placement_by_type.png
Bar = 20 um.
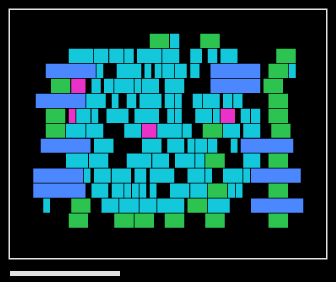
congestion.png
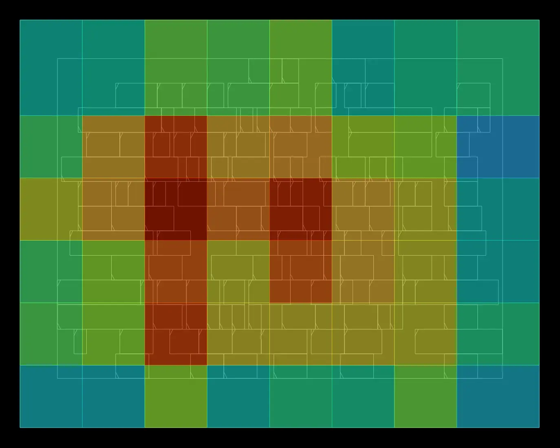
metal_density.png
Bar = 20 um. The die is cut into 11 by 9 equal tiles; dark blue is low, red is high, scaled to the fullest tile. Values are wire area over tile area, all layers added.
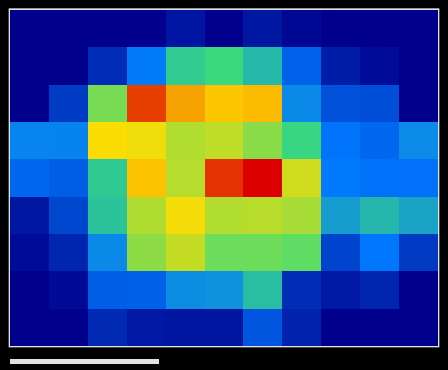
==> config.mk <==
export PLATFORM = sky130hd
export DESIGN_NAME = mod_n_counter_flat
export DESIGN_NICKNAME = d
export VERILOG_FILES = /design/src/rtl/mod_n_counter_if.sv /design/src/rtl/mod_n_counter.sv /design/src/flat_wrapper.sv
export SDC_FILE = /design/constraint.sdc
export NUM_CORES = 1
export LEC_CHECK = 0
export CORE_ASPECT_RATIO = 0.75
export CORE_MARGIN = 4
export CORE_UTILIZATION = 50
export CTS_CLUSTER_DIAMETER = 200
export CTS_CLUSTER_SIZE = 24
export DETAILED_ROUTE_END_ITERATION = 8
export PLACE_DENSITY = 0.81
export SYNTH_ARGS = -nofsm -noshare
export SYNTH_HDL_FRONTEND = slang
export SYNTH_SLANG_ARGS = --single-unit
==> constraint.sdc <==
create_clock -name clk -period 6.4 [get_ports clk]
set_input_delay 1.6 -clock clk [delete_from_list [all_inputs] [get_ports clk]]
set_output_delay 1.6 -clock clk [all_outputs]
set_load 0.01 [all_outputs]
==> writeup.txt <==
STA classifies the critical path startpoint as an input port. The commonest register cell is sky130_fd_sc_hd__dfrtp_1. The run gives 45.1 um for the vertical extent of the die. On the final layout, the worst hold slack is 597 ps.

After detailed placement, the total cell area comes to 0.00117 mm2. STA classifies the critical path endpoint as a primary output. The share of total power consumed by net switching works out to 40.7%. In this run the maximum-capacitance check reported violations numbering 0.

The post-route netlist has 11.7% of its cells at a drive strength greater than 1. The power in combinational cells came out at 0.166 mW. Among all cell types in the netlist, the one instantiated most often is sky130_fd_sc_hd__inv_1.

Detailed-route iteration 0 reported a violation count of 42. The register share of total power was 31.8%; the switching power total was 0.126 mW. TritonCTS built the clock tree. The run gives 916 um2 as the yosys-reported design area after synthesis. In this run the clock root is driven by a sky130_fd_sc_hd__clkbuf_4. The run gives 200 MHz as the upper clock frequency limit. The setup slack of the worst register-to-register path was 3450 ps; the average cell area after synthesis was 8.89 um2.

The skew report gives the latency at the later pin of the worst-skew pair as 270 ps. By area the synthesized netlist is led by sky130_fd_sc_hd__dfrtp_1, sky130_fd_sc_hd__ha_1, sky130_fd_sc_hd__dfstp_2, sky130_fd_sc_hd__mux2i_1, sky130_fd_sc_hd__inv_1. In this run the static leakage power is 0.528 nW.

The largest buffer count on any clock path is 2, and the total clock sinks is 10. The number of synthesized flops with an enable pin came out at 0. In this run, power in the clock network comes to 0.0459 mW.

After global routing, the most crowded layer is met2. The run gives 0 as the count of buffers added by post-CTS timing repair for setup. Dividing total power by cell area gives a power density of 259 mW/mm2. Instance count on the critical path: 5.

According to the finish report, the design has a final net count of 150. The area share of the leading cell type in the synthesized netlist was 19.1%. For the chip area, the log shows 0.00259 mm2.

At the pin with the least slew margin, the transition time is 609 ps. The CTS report gives the tree buffer count as 3. The run gives 0.184 mW as the cell-internal power.

The final worst-path setup slack was 1390 ps; the stage-log warning count was 27. The hold buffer count at CTS came out at 0. Per the gpl log, the routability congestion estimate is 0.940.

The tools report the logic gate share of total power as 53.4%. Detailed placement finished with a half-perimeter wire length of 2070 um. The x dimension of the die works out to 57.4 um. For this configuration, the core starts out at a cell density of 52.6%. The number of buffers added on ports was 24.

The run finished with clean final reports. The largest single stage delay on the critical path is 600 ps. The antenna diode count came out at 0. The critical path class is in -> out. Summed over all nets, wire length on met3 after detailed routing comes to 262 um. The signal on the critical path passes through clkdlybuf4s50_1, nor2b_1, nand2_1, a21oi_1, clkdlybuf4s50_1. Sequential cell power: 0.0989 mW. For the number of standard cells reported by yosys, the log shows 103. Before any placement, the netlist area is recorded as 916 um2. The hold violation count in the final report is 0, and the total negative setup slack is 0 ps.

The setup slack after placement is 1430 ps, and the final standard cell count with taps included and fillers excluded is 150. The wire length of the first global-routing pass is 4150 um, and the sequential fraction of the synthesis area is 27.7%. With the number of synthesis warnings at 0, the clock transition at the registers of the reported paths is 60 ps.

Fraction of registers with async set/reset: 100%. The run gives 0 for the initial antenna violation count. The final report lists the setup-violating endpoint count as 0. For the portion of total power attributed to the clock network, the log shows 14.8%. The critical path's slowest stage uses the library cell sky130_fd_sc_hd__clkdlybuf4s50_1. The maximum fanout along the worst path works out to 11. The critical path's most frequent cell was sky130_fd_sc_hd__clkdlybuf4s50_1. The endpoint required time on the critical path came out at 4800 ps. Cell total after placement: 146.

Per the detail_route report, DRC violations left total 0.
Back to the opening pictures, placement_by_type.png:
| class | color | cells | share of their area |
|---|---|---|---|
| clock drivers and dummy loads | magenta | 4 | 2.2% |
| remaining buffers and delay cells | green | 24 | 21% |
| sequential cells | blue | 10 | 22% |
| combinational and other logic | cyan | 90 | 56% |
register share of the cell area: 21.2%
core area: 0.00174 mm2
fin util: 68.9%
floorplan row count: 13

Back to the opening pictures, congestion.png:
grt met3 use: 6.57%
overall routing resource usage: 21.5%
met1 usage: 28.0%

Back to the opening pictures, metal_density.png:
tiles over half the peak: 25%
emptiest ninth of the die: north-east
fullest tile: 0.58
nearly empty tiles: 22%
densest ninth of the die: center
wirelength, routed: 2600 um
post-detailed-route wirelength per cell: 17.3 um
routed via count: 931

==> logic make-up after synthesis <==
| group | Yosys count | share of synthesized area (%) |
|---|---|---|
| xor gates and xnor gates | 6 | 5.74 |
| adders and majority gates | 8 | 10.7 |
| DFF | 10 | 27.7 |
| AOI/OAI and AO/OA | 30 | 23.8 |
| muxes | 9 | 10.4 |
| and+or+nand+nor | 24 | 15.2 |
| buffers and inverters | 16 | 6.56 |
==> placed cells by master (no fill, tap or decap), types with 2 or more instances in the layout <==
cell type	count
sky130_fd_sc_hd__ha_1	7
sky130_fd_sc_hd__nand2_1	7
sky130_fd_sc_hd__dfstp_2	3
sky130_fd_sc_hd__clkdlybuf4s50_1	24
sky130_fd_sc_hd__mux2_2	4
sky130_fd_sc_hd__nor2b_1	2
sky130_fd_sc_hd__a21o_1	2
sky130_fd_sc_hd__a32oi_1	3
sky130_fd_sc_hd__xnor2_1	2
sky130_fd_sc_hd__a32o_1	2
sky130_fd_sc_hd__a21oi_1	7
sky130_fd_sc_hd__o22ai_1	2
sky130_fd_sc_hd__xor2_1	4
sky130_fd_sc_hd__mux2i_1	5
sky130_fd_sc_hd__clkbuf_4	3
sky130_fd_sc_hd__nor3_1	2
sky130_fd_sc_hd__dfrtp_1	7
sky130_fd_sc_hd__inv_1	13
sky130_fd_sc_hd__nand3_1	3
sky130_fd_sc_hd__o21ai_0	4
sky130_fd_sc_hd__nor4b_1	3
sky130_fd_sc_hd__nor2_1	3
==> final cells by class <==
| cell class | count | area (um2) |
|---|---|---|
| Clock buffer | 4 | 26.3 |
| Timing Repair Buffer | 24 | 240 |
| Multi-Input combinational cell | 77 | 602 |
| Sequential cell | 10 | 254 |
| Fill cell | 150 | 542 |
| Inverter | 13 | 48.8 |
| Tap cell | 22 | 27.5 |
No activity file was given, so power comes from the tool's default toggle rates.
